### src/rtl/weight_az_multi.sv
// weight_az_multi: G.729 Weight_Az bandwidth expansion of LPC coefficients, single or dual gamma, over a scratch memory
module weight_az_multi #(
   parameter int M  = 10,
   parameter int AW = 12
) (
   input  logic          clk,
   input  logic          reset,
   input  logic          start,
   input  logic          dual,
   input  logic [AW-1:0] A,
   input  logic [AW-1:0] AP1,
   input  logic [AW-1:0] AP2,
   input  logic [AW-1:0] gamma1Addr,
   input  logic [AW-1:0] gamma2Addr,
   output logic [AW-1:0] readAddr,
   input  logic [31:0]   readIn,
   output logic [AW-1:0] writeAddr,
   output logic [31:0]   writeData,
   output logic          writeEn,
   output logic          busy,
   output logic          done
);
   typedef enum logic [3:0] {IDLE, RG1, LG1, RG2, LG2, RA, CALC, WR1, WR2, DONE} state_t;
   state_t state, nextState;
   logic [AW-1:0] aBase, ap1Base, ap2Base, g1Base, g2Base;
   logic          dualReg;
   logic [3:0]    idx;
   logic [15:0]   aVal, gamma1, gamma2, fac1, fac2, ap1Val, ap2Val;
   logic          last, weNext, busyNext, doneNext;
   logic          unusedHi;

   function automatic logic [31:0] lMult(input logic [15:0] x, input logic [15:0] y);
      logic signed [31:0] p;
      p = $signed(x) * $signed(y);
      return (x == 16'h8000 && y == 16'h8000) ? 32'h7FFF_FFFF : p <<< 1;
   endfunction

   function automatic logic [15:0] rnd(input logic [31:0] l);
      logic [31:0] s;
      s = l + 32'h0000_8000;
      return (!l[31] && s[31]) ? 16'h7FFF : s[31:16];
   endfunction

   assign unusedHi = ^readIn[31:16];
   assign last = idx == 4'(M);
   assign ap1Val = (idx == 4'd0) ? aVal : rnd(lMult(aVal, fac1));
   assign ap2Val = (idx == 4'd0) ? aVal : rnd(lMult(aVal, fac2));

   // state register
   always_ff @(posedge clk or negedge reset) begin
      if (!reset) state <= IDLE;
      else        state <= nextState;
   end

   // next-state: gamma fetch phase, then RA/CALC/WR1[/WR2] per coefficient
   always_comb begin
      nextState = state;
      case (state)
         IDLE:    nextState = start ? RG1 : IDLE;
         RG1:     nextState = LG1;
         LG1:     nextState = dualReg ? RG2 : RA;
         RG2:     nextState = LG2;
         LG2:     nextState = RA;
         RA:      nextState = CALC;
         CALC:    nextState = WR1;
         WR1:     nextState = dualReg ? WR2 : (last ? DONE : RA);
         WR2:     nextState = last ? DONE : RA;
         DONE:    nextState = IDLE;
         default: nextState = IDLE;
      endcase
   end

   // outputs: memory addresses/data decoded from state, strobes computed one state ahead
   always_comb begin
      readAddr  = (state == RG1) ? g1Base : (state == RG2) ? g2Base : aBase + AW'(idx);
      writeAddr = (state == WR2) ? ap2Base + AW'(idx) : ap1Base + AW'(idx);
      writeData = {16'h0000, (state == WR2) ? ap2Val : ap1Val};
      weNext    = nextState == WR1 || nextState == WR2;
      busyNext  = nextState != IDLE && nextState != DONE;
      doneNext  = nextState == DONE;
   end

   // strobes are registered so writeEn/busy/done come straight from flops
   always_ff @(posedge clk or negedge reset) begin
      if (!reset) begin
         writeEn <= 1'b0;
         busy    <= 1'b0;
         done    <= 1'b0;
      end else begin
         writeEn <= weNext;
         busy    <= busyNext;
         done    <= doneNext;
      end
   end

   // datapath: latch bases on start, load gammas and a[i], advance fac after each written term
   always_ff @(posedge clk or negedge reset) begin
      if (!reset) begin
         aBase   <= '0;
         ap1Base <= '0;
         ap2Base <= '0;
         g1Base  <= '0;
         g2Base  <= '0;
         dualReg <= 1'b0;
         idx     <= '0;
         aVal    <= '0;
         gamma1  <= '0;
         gamma2  <= '0;
         fac1    <= '0;
         fac2    <= '0;
      end else begin
         case (state)
            IDLE: if (start) begin
               aBase   <= A;
               ap1Base <= AP1;
               ap2Base <= AP2;
               g1Base  <= gamma1Addr;
               g2Base  <= gamma2Addr;
               dualReg <= dual;
               idx     <= '0;
            end
            LG1: begin
               gamma1 <= readIn[15:0];
               fac1   <= readIn[15:0];
            end
            LG2: begin
               gamma2 <= readIn[15:0];
               fac2   <= readIn[15:0];
            end
            CALC: aVal <= readIn[15:0];
            WR1: begin
               if (idx != 4'd0) fac1 <= rnd(lMult(fac1, gamma1));
               if (!dualReg) idx <= idx + 4'd1;
            end
            WR2: begin
               if (idx != 4'd0) fac2 <= rnd(lMult(fac2, gamma2));
               idx <= idx + 4'd1;
            end
            default: ;
         endcase
      end
   end
endmodule

### config.mk
export PLATFORM = sky130hd
export DESIGN_NAME = weight_az_multi
export DESIGN_NICKNAME = d
export VERILOG_FILES = /design/src/rtl/weight_az_multi.sv
export SDC_FILE = /design/constraint.sdc
export NUM_CORES = 2
export LEC_CHECK = 0
export ABC_CLOCK_PERIOD_IN_PS = 9550
export CELL_PAD_IN_SITES_DETAIL_PLACEMENT = 0
export CELL_PAD_IN_SITES_GLOBAL_PLACEMENT = 1
export CORE_ASPECT_RATIO = 1.75
export CORE_MARGIN = 1.5
export CORE_UTILIZATION = 35
export DETAILED_ROUTE_END_ITERATION = 7
export GPL_ROUTABILITY_DRIVEN = 0
export PLACE_DENSITY = 0.73
export SLEW_MARGIN = 0
export SYNTH_ARGS = -nofsm -noshare
export SYNTH_HDL_FRONTEND = slang
export SYNTH_SLANG_ARGS = --single-unit
export TNS_END_PERCENT = 10
### constraint.sdc
create_clock -name clk -period 9.55 [get_ports clk]
set_clock_uncertainty 0.15 [all_clocks]
set_input_delay 1.4325 -clock clk [delete_from_list [all_inputs] [get_ports clk]]
set_output_delay 1.4325 -clock clk [all_outputs]
set_load 0.03 [all_outputs]
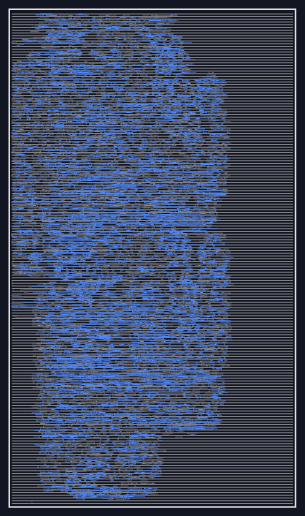
Figure 1: met1 routing.
Drawn at 1 px/um. Supply wires on this layer in gray. Cells faint in the background.
share of all routed wire: 32%
main direction: horizontal
wire length on this layer: 47.8 mm

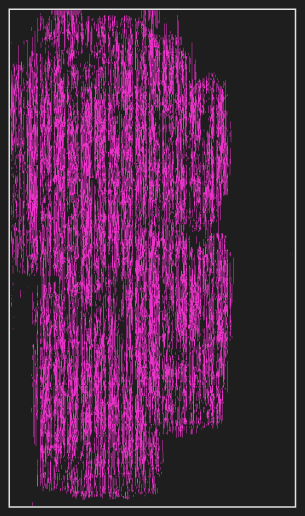
Figure 2: the metal 2 layer.
Drawn at 1 px/um.
main direction: vertical
wire length on this layer: 82.5 mm
nets with wire on the layer: 6289
longest straight run: 149 um
share of all routed wire: 55%

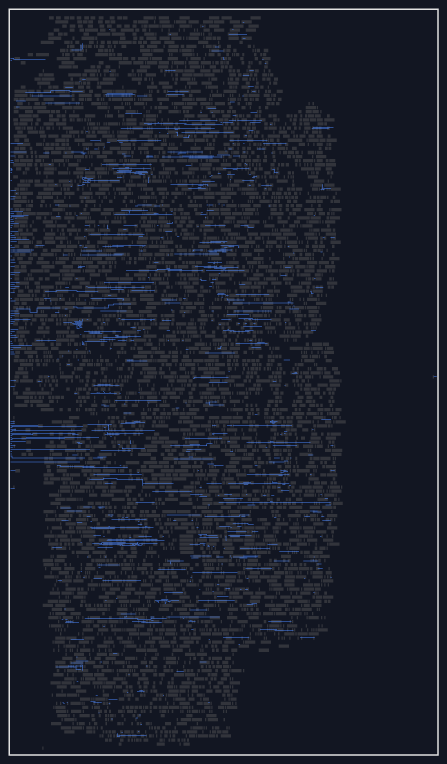
Figure 3: M3 wires.
Drawn at 1.5 px/um. Cells faint in the background.
share of all routed wire: 3.6%
wire length on this layer: 5390 um
longest straight run: 74.3 um

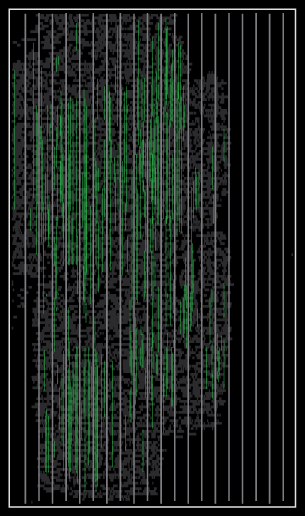
Figure 4: metal 4.
Drawn at 1 px/um. Supply wires on this layer in gray. Cells faint in the background.
wire length on this layer: 14800 um
main direction: vertical
longest straight run: 224 um
share of all routed wire: 9.8%

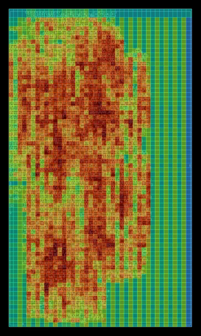
Figure 5: track usage over the die.
routing usage on met2: 42.0%
most used routing layer in global routing: met2
final core utilization: 39.9%

-- layer usage --
layer,up-vias,GRT usage (%),share of wire [%]
met4,6,17.8,9.8
met2,1070,42.0,55
met5,-,0,0.024
met3,493,2.09,3.6
li1,16900,-,-
met1,19495,20.5,32
-- cells in the final DEF, fill, tap and decap left out, drive strengths merged, types with 94 or more instances in the layout --
master / count
dfrtp: 152
and2: 469
clkdlybuf4s50: 105
inv: 1200
nand2: 716
buf: 300
mux2: 94
fa: 1022
xnor2: 115
a21oi: 132
ha: 323
o21ai: 142
nor2: 162
-- worst max-delay path by stage --
stage / slack, ns / end
6_report: 0.1 / writeData[14]
5_1_grt: -0.16 / writeData[11]
4_1_cts: -0.006 / writeData[14]
3_5_place_dp: 0.08 / writeData[7]
3_3_place_gp: 0.09 / writeData[2]
2_1_floorplan: 0.37 / writeData[14]
-- cell families after synthesis --
group / Yosys count / share of synthesized area, %
fa+ha+maj: 1345 / 50.4
xor+xnor: 155 / 2.79
other cells: 1 / 0.00771
buf+inv: 1502 / 11.8
mux: 112 / 2.55
compound gates: 555 / 7.53
flops: 152 / 7.82
simple gates: 1670 / 17.1
-- worst reg2reg max path: stages (launching register included) --
cell and delay, ns:
sky130_fd_sc_hd__dfrtp_1 0.74, sky130_fd_sc_hd__buf_4 0.40, sky130_fd_sc_hd__nand2_1 0.13, sky130_fd_sc_hd__fa_1 0.56, sky130_fd_sc_hd__inv_1 0.07, sky130_fd_sc_hd__fa_1 0.53
sky130_fd_sc_hd__inv_1 0.09, sky130_fd_sc_hd__fa_1 0.51, sky130_fd_sc_hd__inv_1 0.06, sky130_fd_sc_hd__fa_1 0.55, sky130_fd_sc_hd__inv_1 0.06, sky130_fd_sc_hd__fa_1 0.48
sky130_fd_sc_hd__fa_1 0.60, sky130_fd_sc_hd__inv_1 0.07, sky130_fd_sc_hd__ha_1 0.35, sky130_fd_sc_hd__o21a_1 0.22, sky130_fd_sc_hd__o21a_1 0.18, sky130_fd_sc_hd__o21ai_0 0.21
sky130_fd_sc_hd__o221ai_1 0.13, sky130_fd_sc_hd__or3b_1 0.44, sky130_fd_sc_hd__and4bb_2 0.38, sky130_fd_sc_hd__nand4b_1 0.30, sky130_fd_sc_hd__o21ai_1 0.22, sky130_fd_sc_hd__nand4_1 0.47
sky130_fd_sc_hd__nor3b_1 0.34, sky130_fd_sc_hd__o21ai_0 0.22
-- sequential cells by signal, indices dropped and copies added, names as in the netlist --
register  flops
gamma2       16
state         4
g2Base       12
fac2         16
fac1         16
g1Base       12
busy          1
ap2Base      12
writeEn       1
aBase        12
dualReg       1
aVal         16
idx           4
ap1Base      12
done          1
gamma1       16
-- repair_timing --
action / 4_1_cts / 5_1_grt
hold buffers: 0 / 0
gates cloned: 0 / 2
buffers inserted: 3 / 26
gates resized: 68 / 124
pin swaps: 6 / 44
setup endpoints to repair: 16 / 16
==> reports/results.ini <==
[layout]
signal_buffers = 407
area.growth.synth_to_final_pct = 12.9
largest_class = combinational gates
regArea_sq_um = 3840
instances_no_fill = 7460
drive_above_1_share_pct = 11.0
final.signal_inverter_count = 1196
comb_area_share_pct = 72.6
nets = 7068
clockBufferCount = 17
num-multi-input-gates = 3853
antenna_cells_inserted = 0
nFillCells = 13759
final-nonclk-buf-share_pct = 6.99
area_share_clock_buf_inv_pct = 1.13
post-route-cell-area_sq_um = 54900
area.combinational_sq_um = 39900
sequential_cell_total = 152
seq-cell-share_pct = 6.99

[yosys]
top_cells_by_area = sky130_fd_sc_hd__fa_1, sky130_fd_sc_hd__inv_1, sky130_fd_sc_hd__ha_1
netlist_area_sq_um = 48600
synth_cell_types = 102
enable_flop_cells = 0
post-synth-top-count-cell = sky130_fd_sc_hd__inv_1
synth_cells = 5492
ys_async_sr_fraction_pct = 100
postSynthRegisterBits = 152
syn-mean-instance-area_sq_um = 8.86
area_of_the_synthesized_netlist_per_yosys_stat_sq_um = 48600
synth.top_cells.by_count = sky130_fd_sc_hd__inv_1, sky130_fd_sc_hd__fa_1, sky130_fd_sc_hd__nand2_1
synthDominantCellAreaShare_pct = 42.1
ys_seq_share_pct = 7.82
yosys-stat-cells = 5492
largest_area_cell = sky130_fd_sc_hd__fa_1
ys.warnings.count = 0
synth_top_flop_cell = sky130_fd_sc_hd__dfrtp_1

[die]
design.core.area_sq_um = 138000
ios = 155
die_y_um = 496
floorplan.tapcells = 1820
floorplan.die.width_um = 285
fp-utilization_pct = 35.4
num_rows = 180
chip_area_sq_um = 141000

[drt]
wl_um = 151000
drcViolationCount = 0
antenna_violating_nets_post_route = 0
vias = 37964
route.detailed.vias_per_inst = 5.09
drt_pre_antenna_iters = 6
detail_route.wl_per_cell_um = 20.2
initialDrtViolationCount = 1695

[min_path]
worst_min_delay_path_class = flip-flop to flip-flop
hold_end = g2Base[5]
holdCritStartpoint = g2Base[5]
hold_path_depth = 1

[cts]
clk_latency_ns = 0.48
clockBufferDepth = 2
cts_tree = done
clk_transition_reported_paths_ns = 0.08
ctsHtreeMaxLevel = 4
clk_root_buffer_cell = sky130_fd_sc_hd__clkbuf_16
cts_sink_count = 152
cts_inserted_buffers = 17

[setup_path]
type_of_the_worst_setup_path = flip-flop to primary output
timing.critical_path.depth = 28
worst-endpoint-arrival_ns = 7.87
timing.critical_path.slowest_stage_cell = sky130_fd_sc_hd__fa_2
slowest_cell_delay_on_critical_path_ns = 0.60
cp_top_family = adder cells
critical_path.startpoint = aVal[15]
crit_required_ns = 7.97
rr_worst_depth = 25
critical_path_peak_fanout = 7
worstReg2RegStart = fac2[12]
critPathCaptureType = primary output
reg2reg_to = fac2[5]
worst-path-buf-inv = 10
regToRegSetupSlack_ns = 1.00
timing.critical_path.from_type = flip-flop

[timing]
hold-worst-slack_ns = 0.353
timing.final.crit_period_ns = 9.45
max_slew_margin_pct = 23.5
slew_violations = 0
finalSetupViolations = 0
timing_worst_slew_pin_value_ns = 1.14
layout_setup_ws_ns = 0.0990
final.setup.tns_ns = 0
timing.fmax_mhz = 106
rsz0062_at_grt = true
layout_worst_path_cycle_share_pct = 99.0
hold_violations = 0

[placement]
portBuffers = 122
dp_slack_ns = 0.0775
dp.final_hpwl_um = 123000
dp_cells = 7397
placement.cell_area_sq_um = 53200

[global_route]
grt_usage_pct = 21.7
grt_antenna_before_repair = 5
grt_start_max_net_pins = 83
grt.overflow.total = 0
grt_pass1_vias = 42355
grt_pass1_wl_um = 234000

[run_status]
outcome = completed

[job]
max_cap_viol_count = 0
openroad.warnings = 46

